`src/rtl/hamming_pkg.sv`:
```
// Shared Hamming(12,8) definitions used by both the encoder and decoder sides.
// Codeword layout (bit k-1 holds position k):
//   {d7,d6,d5,d4,p3,d3,d2,d1,p2,d0,p1,p0}
package hamming_pkg;

  localparam int CW_W   = 12;
  localparam int DATA_W = 8;
  localparam int SYN_W  = 4;

  // Positions (1-based) that carry parity rather than payload
  localparam logic [SYN_W-1:0] P0_POS = 4'd1;
  localparam logic [SYN_W-1:0] P1_POS = 4'd2;
  localparam logic [SYN_W-1:0] P2_POS = 4'd4;
  localparam logic [SYN_W-1:0] P3_POS = 4'd8;

  // Highest syndrome value that names a real bit position
  localparam logic [SYN_W-1:0] MAX_POS = 4'd12;

  typedef enum logic [1:0] {
    CLEAN  = 2'd0,
    CORR   = 2'd1,
    UNCORR = 2'd2
  } syn_class_e;

  // Pull the eight payload bits out of a codeword, skipping parity positions
  function automatic logic [DATA_W-1:0] extract_data(input logic [CW_W-1:0] cw);
    return {cw[11:8], cw[6:4], cw[2]};
  endfunction

  // Zero means clean, 1..12 names a single flipped position, 13..15 cannot be located
  function automatic syn_class_e classify_syndrome(input logic [SYN_W-1:0] syn);
    if (syn == '0) begin
      return CLEAN;
    end else if (syn <= MAX_POS) begin
      return CORR;
    end else begin
      return UNCORR;
    end
  endfunction

endpackage

```
`src/rtl/hamming_syndrome.sv`:
```
// Combinational Hamming(12,8) syndrome generator.
// Syndrome bit i is the XOR of every codeword bit whose 1-based position has bit i set,
// so a single flipped bit yields its own position as the syndrome.
module hamming_syndrome
  import hamming_pkg::*;
(
  input  logic [CW_W-1:0]  cw,
  output logic [SYN_W-1:0] syn
);

  // Fold each codeword bit into every syndrome bit selected by its position number
  always_comb begin
    syn = '0;
    for (int k = 1; k <= CW_W; k++) begin
      for (int i = 0; i < SYN_W; i++) begin
        if (k[i]) begin
          syn[i] = syn[i] ^ cw[k-1];
        end
      end
    end
  end

endmodule

```
`src/rtl/hamming_decoder.sv`:
```
// Hamming(12,8) receive decoder: two-stage valid/ready pipeline.
// Stage 1 registers the codeword and its syndrome; stage 2 corrects single errors,
// extracts the byte and presents it with error flags.
// Optional: define HAMMING_DEC_STATS_EN to build the saturating error counters;
// otherwise corr_cnt/uncorr_cnt read 0 and clr_cnt is ignored.
module hamming_decoder
  import hamming_pkg::*;
#(
  parameter int CNT_W = 16
) (
  input  logic              clk,
  input  logic              rst_n,
  input  logic              din_valid,
  output logic              din_ready,
  input  logic [CW_W-1:0]   hc_in,
  output logic              dout_valid,
  input  logic              dout_ready,
  output logic [DATA_W-1:0] data_out,
  output logic              err_corr,
  output logic              err_uncorr,
  output logic [SYN_W-1:0]  syndrome,
  input  logic              clr_cnt,
  output logic [CNT_W-1:0]  corr_cnt,
  output logic [CNT_W-1:0]  uncorr_cnt
);

  logic              s1_valid;
  logic [CW_W-1:0]   s1_hc;
  logic [SYN_W-1:0]  s1_syn;
  logic [SYN_W-1:0]  syn_in;
  logic              s1_ready;
  logic              s2_ready;
  syn_class_e        s1_class;
  logic [CW_W-1:0]   corr_mask;
  logic [DATA_W-1:0] fixed_data;

  hamming_syndrome u_syndrome (
    .cw  (hc_in),
    .syn (syn_in)
  );

  // Each stage may load when it is empty or its contents are leaving this cycle
  assign s2_ready  = !dout_valid || dout_ready;
  assign s1_ready  = !s1_valid || s2_ready;
  assign din_ready = s1_ready;

  // Stage 1: capture the incoming codeword together with its syndrome
  always_ff @(posedge clk or negedge rst_n) begin
    if (!rst_n) begin
      s1_valid <= 1'b0;
      s1_hc    <= '0;
      s1_syn   <= '0;
    end else if (s1_ready) begin
      s1_valid <= din_valid;
      if (din_valid) begin
        s1_hc  <= hc_in;
        s1_syn <= syn_in;
      end
    end
  end

  // Flip the named position for correctable syndromes, then strip parity bits
  always_comb begin
    s1_class  = classify_syndrome(s1_syn);
    corr_mask = '0;
    if (s1_class == CORR) begin
      corr_mask = CW_W'(1) << (s1_syn - 4'd1);
    end
    fixed_data = extract_data(s1_hc ^ corr_mask);
  end

  // Stage 2: output register, held while the sink stalls
  always_ff @(posedge clk or negedge rst_n) begin
    if (!rst_n) begin
      dout_valid <= 1'b0;
      data_out   <= '0;
      err_corr   <= 1'b0;
      err_uncorr <= 1'b0;
      syndrome   <= '0;
    end else if (s2_ready) begin
      dout_valid <= s1_valid;
      if (s1_valid) begin
        data_out   <= fixed_data;
        err_corr   <= (s1_class == CORR);
        err_uncorr <= (s1_class == UNCORR);
        syndrome   <= s1_syn;
      end
    end
  end

`ifdef HAMMING_DEC_STATS_EN
  logic out_fire;
  assign out_fire = dout_valid && dout_ready;

  // Saturating per-flag counters; a clear wins over a same-cycle increment
  always_ff @(posedge clk or negedge rst_n) begin
    if (!rst_n) begin
      corr_cnt   <= '0;
      uncorr_cnt <= '0;
    end else if (clr_cnt) begin
      corr_cnt   <= '0;
      uncorr_cnt <= '0;
    end else if (out_fire) begin
      if (err_corr && (corr_cnt != '1)) begin
        corr_cnt <= corr_cnt + 1'b1;
      end
      if (err_uncorr && (uncorr_cnt != '1)) begin
        uncorr_cnt <= uncorr_cnt + 1'b1;
      end
    end
  end
`else
  logic unused_clr_cnt;
  assign unused_clr_cnt = clr_cnt;
  assign corr_cnt       = '0;
  assign uncorr_cnt     = '0;
`endif

endmodule

```
`config.mk`:
```
export PLATFORM = sky130hd
export DESIGN_NAME = hamming_decoder
export DESIGN_NICKNAME = d
export VERILOG_FILES = /design/src/rtl/hamming_pkg.sv /design/src/rtl/hamming_syndrome.sv /design/src/rtl/hamming_decoder.sv
export SDC_FILE = /design/constraint.sdc
export NUM_CORES = 1
export LEC_CHECK = 0
export CAP_MARGIN = 10
export CORE_MARGIN = 3
export CORE_UTILIZATION = 47
export CTS_CLUSTER_SIZE = 14
export DETAILED_ROUTE_END_ITERATION = 10
export MAX_ROUTING_LAYER = met4
export PLACE_DENSITY_LB_ADDON = 0.12
export SYNTH_ARGS = -nofsm -noshare
export SYNTH_HDL_FRONTEND = slang
export SYNTH_SLANG_ARGS = --single-unit
```
`constraint.sdc`:
```
create_clock -name clk -period 2.7 [get_ports clk]
set_input_delay 0.54 -clock clk [delete_from_list [all_inputs] [get_ports clk]]
set_output_delay 0.54 -clock clk [all_outputs]
set_load 0.05 [all_outputs]
```
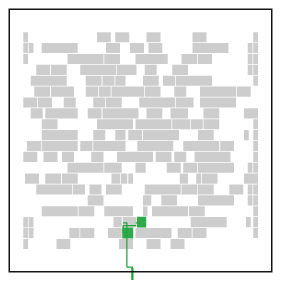
(run_1/io_fan.png)
(4 px per um)
- dout_ready: green (direction input; end cells 2; buffers 1; wire 19.9 um)

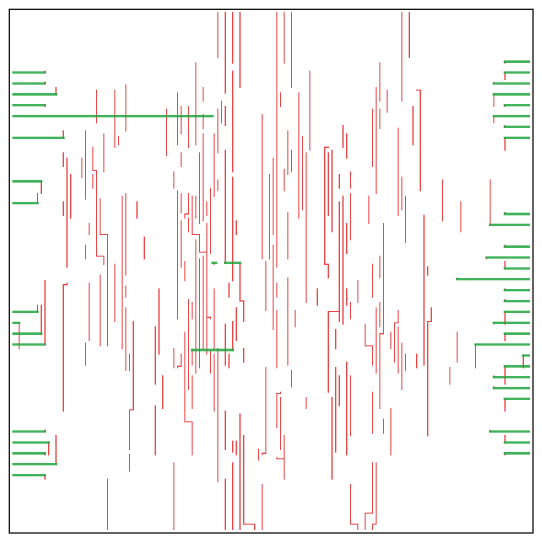
(run_1/wires.png)
(8 px per um) Only two layers are drawn.
- metal 3: green (wire length 199 um)
- metal 2: red (wire length 1,340 um)
average detailed-routed wire length per instance: 12.7 um
total wire length after detailed routing: 2.60 mm

==> summary.txt, run 1 <==
This note records the results obtained with Yosys and OpenROAD.

Setup path
In this run the worst path has a maximum fanout of 3. The capture point of the critical path is dout_valid. The STA report counts the stages on the worst setup path as 1.

The worst setup path is launched from a flop. The capture point of the worst reg-to-reg path is s1_hc[2]. Looking at the setup timing report, the critical path kind is flop to output port. The critical path arrival is 1540 ps. On the worst path, the slowest cell contributes a delay of 820 ps. The setup slack of the most critical reg-to-reg path is 1150 ps.

Power and ir drop
Combinational logic is responsible for 51.7% of the overall power. Per report_power, the Clock row totals 0.204 mW. The largest part of the power goes to combinational cells. The power in sequential cells is 0.669 mW. The power density normalized to cell area is 946 nW/um^2. The net switching power in the latest report is 0.814 mW.

The highest ir drop seen on vdd is 375 uV. The overall power after layout is 1.81 mW.

Logic synthesis
Counting every instance in the synthesized netlist gives 131. In the post-synthesis netlist, the biggest area contributors are sky130_fd_sc_hd__dfrtp_1 42%, sky130_fd_sc_hd__mux2_2 17%, sky130_fd_sc_hd__buf_4 15%. The xor and xnor fraction of the mapped netlist area is 14.4%.

The largest non-sequential cell family by area is multiplexers. The commonest cells after synthesis are 34 x sky130_fd_sc_hd__buf_4, 28 x sky130_fd_sc_hd__dfrtp_1, 25 x sky130_fd_sc_hd__mux2_2. Yosys reported that registers with async set or reset make up 100%.

A synthesized cell averages 12.6 um^2. Summing the areas of all fa, ha and maj instances in the mapped netlist gives 0% of the synthesized area. The area fraction in and, or, nand and nor cells after synthesis is 7.95%. The synthesized flop and latch total is 28. The most frequent cell after synthesis is sky130_fd_sc_hd__buf_4. Yosys mapped the design onto 21 distinct sky130hd cell types. Of all cell types, the one taking the most synthesized area is sky130_fd_sc_hd__dfrtp_1.

Clocking
As reported, the later end of the worst-skew pair has a clock insertion delay of 320 ps. The TritonCTS sink count is 28. The post-CTS clock slew at the launch and capture registers of the worst setup and hold paths is 140 ps. The hold buffer count at cts is 0.

Global route
The global-route layer with the greatest usage is met2. The number of antenna violations at the first check in global routing is 0. The number of global-route vias before repair is 930. The met2 capacity usage during global routing is 23.6%. The global routing usage summed across all routing layers is 13.4%.

Detailed routing
Signal routing reaches up to met4. Summed over all nets, wire length on met2 after detailed routing comes to 1.34 mm. For this run, the detailed router's first-pass iteration total came to 4.

The number of design-rule violations left by the first detailed-router iteration is 20.

Cells and area
Leaving out fill and tap cells, the most frequent cell in the layout is sky130_fd_sc_hd__conb_1. After the last flow step, the layout net total stands at 178. The total inserted antenna cells is 0. The share of final-layout standard cells stronger than drive strength 1 is 21.3%. The area used by multi-input combinational logic is 792 um^2. The final sequential cell count is 28. Cells fill 59.7% of the core in the end. The number of clock buffers in the layout is 4. Clock tree buffers and inverters occupy 1.90% of the routed design's cell area. The non-clock inverter instance count of the final layout is 0. The layout report lists the combined flip-flop and latch area as 701 um^2.

Of the total standard cell area in the layout, the multi-input combinational portion is 41.4%. The filler cell count in the final layout is 270. Per the final report, the share of cell area in non-clock buffers is 17.1%. The area-dominant cell class after layout is combinational gates.

Placed design
Summing all placed instances gives a cell area of 1880 um^2. The weighted congestion at the end of routability-driven global placement is 0.749. The number of port buffers is 31.

The number of placed instances, taps included, is 200. Prior to clock tree synthesis, the placed netlist has a worst setup slack of 492 ps.

Timing
Hold-check failures listed in the final report amount to 0. The portion of the clock cycle consumed by the worst path in the final layout is 77.0%. The count of final setup violators is 0. Timing would allow up to 481 MHz.

Adding up every negative setup slack in the final design gives 0 ps. The minimum clock period after layout is 2080 ps. Checking max transition, the worst relative margin is 61.1%. The final count of pins violating max slew is 0.

Floorplan
The chip height is 65.3 um. The flow inserted 44 tap cells. The top-level port count is 65. The floorplan step set the die width to 65.3 um. The floorplan die area is 4260 um^2. The pre-placement core utilization is 51.6%.

Min path
In the hold timing report, the worst path depth is 1. Note that the worst hold path type here is flop to flop.

Status
The run finished with clean final reports.
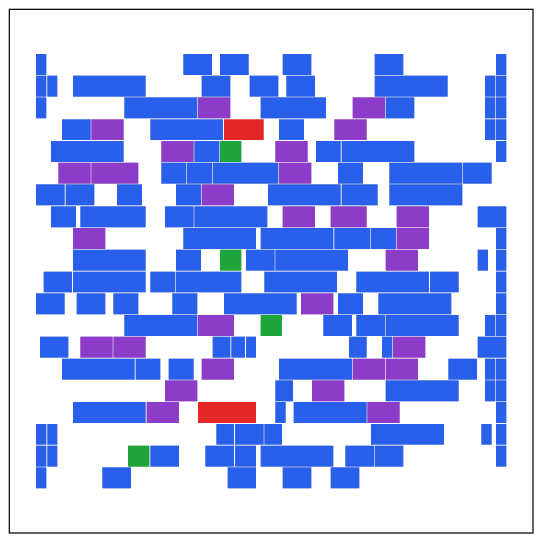
(run_1/sizes.png)
(8 px per um)
- _2 cells: purple (cells 28; share 18%)
- _0 and _1 cells: blue (cells 126; share 79%)
- _6 and larger: red (cells 2; share 1.3%)
- _3 and _4 cells: green (cells 4; share 2.5%)
Repair and plain buffers: 32
layout-stage area growth over the synthesis result: 15.8%

==> run 2, diff against run 1 <==
--- a/config.mk
+++ b/config.mk
@@ -7,7 +7,7 @@
 export LEC_CHECK = 0
 export CAP_MARGIN = 10
 export CORE_MARGIN = 3
-export CORE_UTILIZATION = 47
+export CORE_UTILIZATION = 39
 export CTS_CLUSTER_SIZE = 14
 export DETAILED_ROUTE_END_ITERATION = 10
 export MAX_ROUTING_LAYER = met4
==> constraint.sdc (replaced) <==
create_clock -name clk -period 1.8 [get_ports clk]
set_input_delay 0.36 -clock clk [delete_from_list [all_inputs] [get_ports clk]]
set_output_delay 0.36 -clock clk [all_outputs]
set_load 0.05 [all_outputs]
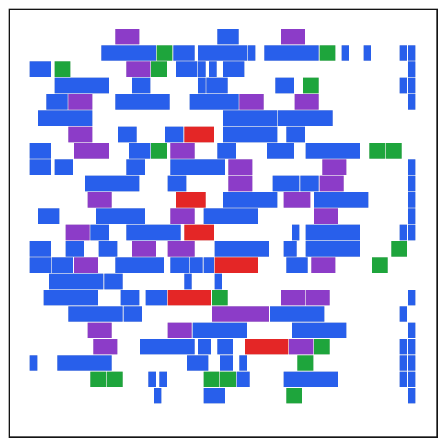
(run_2/sizes.png)
(6 px per um)
- _2 cells: purple (cells 29; share 18%)
- _3 and _4 cells: green (cells 18; share 11%)
- _0 and _1 cells: blue (cells 111; share 68%)
- _6 and larger: red (cells 6; share 3.7%)

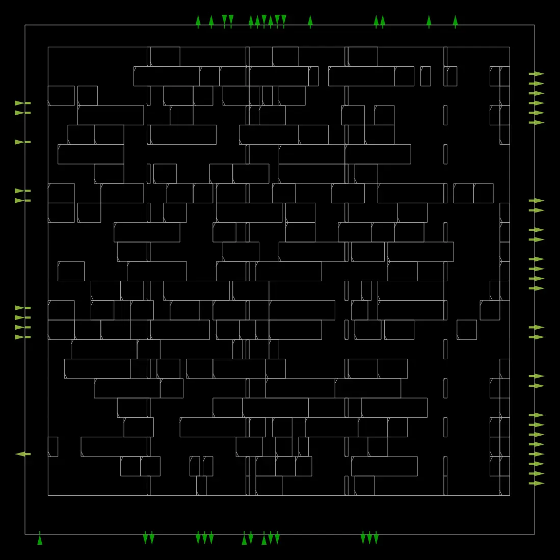
(run_2/placement.png)
fin cells: 214
total number of sequential cells: 28
final core utilization: 48.3%
sequential share of cell area: 36.1%
Fill cells: 380

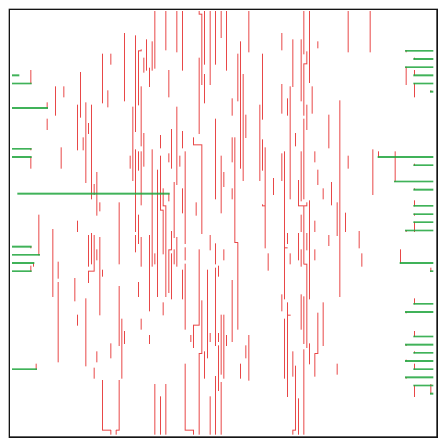
(run_2/wires.png)
(6 px per um) Only two layers are drawn.
- metal 2: red (wire length 1,470 um)
- metal 3: green (wire length 149 um)

==> summary.txt, run 2 <==
This note records the results obtained with Yosys and OpenROAD.

Setup path
The capture point of the critical path is din_ready. The setup slack of the most critical reg-to-reg path came to 340 ps (-810 ps). Looking at the setup timing report, the critical path kind is input port to output port.

The capture point of the worst reg-to-reg path is data_out[1]. The number of cells on the critical path is 4 (+3). The worst setup path is launched from an input port. The largest stage delay on the critical path is 410 ps (-410 ps). The critical path arrival came to 1270 ps (-270 ps).

The largest driver fanout on the critical path is 4 (+1).

Detailed routing
The number of design-rule violations left by the first detailed-router iteration came to 30 (+50%). The met2 layer wire length in the routed design came to 1.47 mm (+9.5%). The post-detailed-route wirelength per cell came to 12.5 um (-2.1%). The wire length reported by the detailed router is 2.67 mm (+2.7%). The highest layer touched by signal routing is met4.

Cells and area
The non-clock buffer area fraction after layout is 17.7% (+0.59 points). The post-layout net count was 182 (+2.2%). The flow measured a signed area growth from synthesis to layout of 17.9%. The area used by multi-input combinational logic was 792 um^2 (unchanged). The area-dominant cell class after layout is combinational gates.

The number of clock buffers in the layout is 4 (unchanged). The share of final-layout standard cells stronger than drive strength 1 is 32.3% (+11 points). The non-clock inverter instance count of the final layout is 0 (unchanged). The clock network contribution to total cell area is 2.31% (+0.42 points).

The multi-input combinational area share came to 40.7% (-0.75 points). The layout buffer count excluding clock buffers is 36 (+13%). The top cell type in the final layout, fill and taps aside, is sky130_fd_sc_hd__conb_1.

Global route
The number of antenna violations at the first check in global routing is 0 (unchanged). met2 is the most crowded layer. The number of global-route vias before repair is 946 (+1.7%). The met2 capacity usage during global routing is 19.8% (-3.9 points).

The global routing usage summed across all routing layers is 11.4% (-2.0 points).

Power and ir drop
The overall power after layout is 2.72 mW (+51%). The fraction of power consumed by combinational cells is 50.5% (-1.2 points). The net switching power figure came to 1.23 mW (+51%).

Clocking
The hold buffer count at cts came to 0 (unchanged). The post-CTS clock slew at the launch and capture registers of the worst setup and hold paths is 90 ps (-50 ps). The TritonCTS sink count is 28 (unchanged). The worst-skew pair later-pin latency is 270 ps (-50 ps).

Logic synthesis
The gate count after technology mapping was 131 (unchanged). Of the combinational cells, the family taking the most area is multiplexers. Ranked by instance count, the synthesized netlist is headed by 34 x sky130_fd_sc_hd__buf_4, 28 x sky130_fd_sc_hd__dfrtp_1, 25 x sky130_fd_sc_hd__mux2_2. In the post-synthesis netlist, the cell with the most instances is sky130_fd_sc_hd__buf_4. The share of async-settable or async-resettable flops after synthesis is 100% (unchanged). The synthesized flop and latch total is 28 (unchanged). The adder-cell area share of the yosys netlist is 0% (unchanged).

The number of distinct library cell variants in the gate-level netlist after synthesis is 21 (unchanged). The area fraction in and, or, nand and nor cells after synthesis was 7.95% (unchanged). The largest total area in the synthesized netlist belongs to sky130_fd_sc_hd__dfrtp_1. In the post-synthesis netlist, the biggest area contributors are sky130_fd_sc_hd__dfrtp_1 42%, sky130_fd_sc_hd__mux2_2 17%, sky130_fd_sc_hd__buf_4 15%. The xor and xnor fraction of the mapped netlist area is 14.4% (unchanged).

Floorplan
The floorplan die width is 71.1 um (+8.9%). The tapcell count is 50 (+14%). The floorplan die area is 5050 um^2 (+19%). The pre-placement core utilization is 41.0% (-11 points).

Placed design
The number of port buffers was 31 (unchanged). The number of placed instances with taps included was 210 (+5.0%). The weighted congestion at the end of routability-driven global placement came to 0.709 (-5.3%). The total placed instance area came to 1900 um^2 (+1.4%). The pre-CTS setup slack is -62.7 ps (-555 ps).

Timing
The highest clock rate this design can be run at is 615 MHz. The final setup TNS is 0 ps (unchanged). Counting I/O delays and the setup requirement, the final critical path takes 1630 ps.

The final count of pins violating max slew is 0 (unchanged).

Status
The run finished with clean final reports.

Min path
The type recorded for the worst min-delay path is input port to asynchronous set/reset pin.
Power and IR drop assume default switching activity.
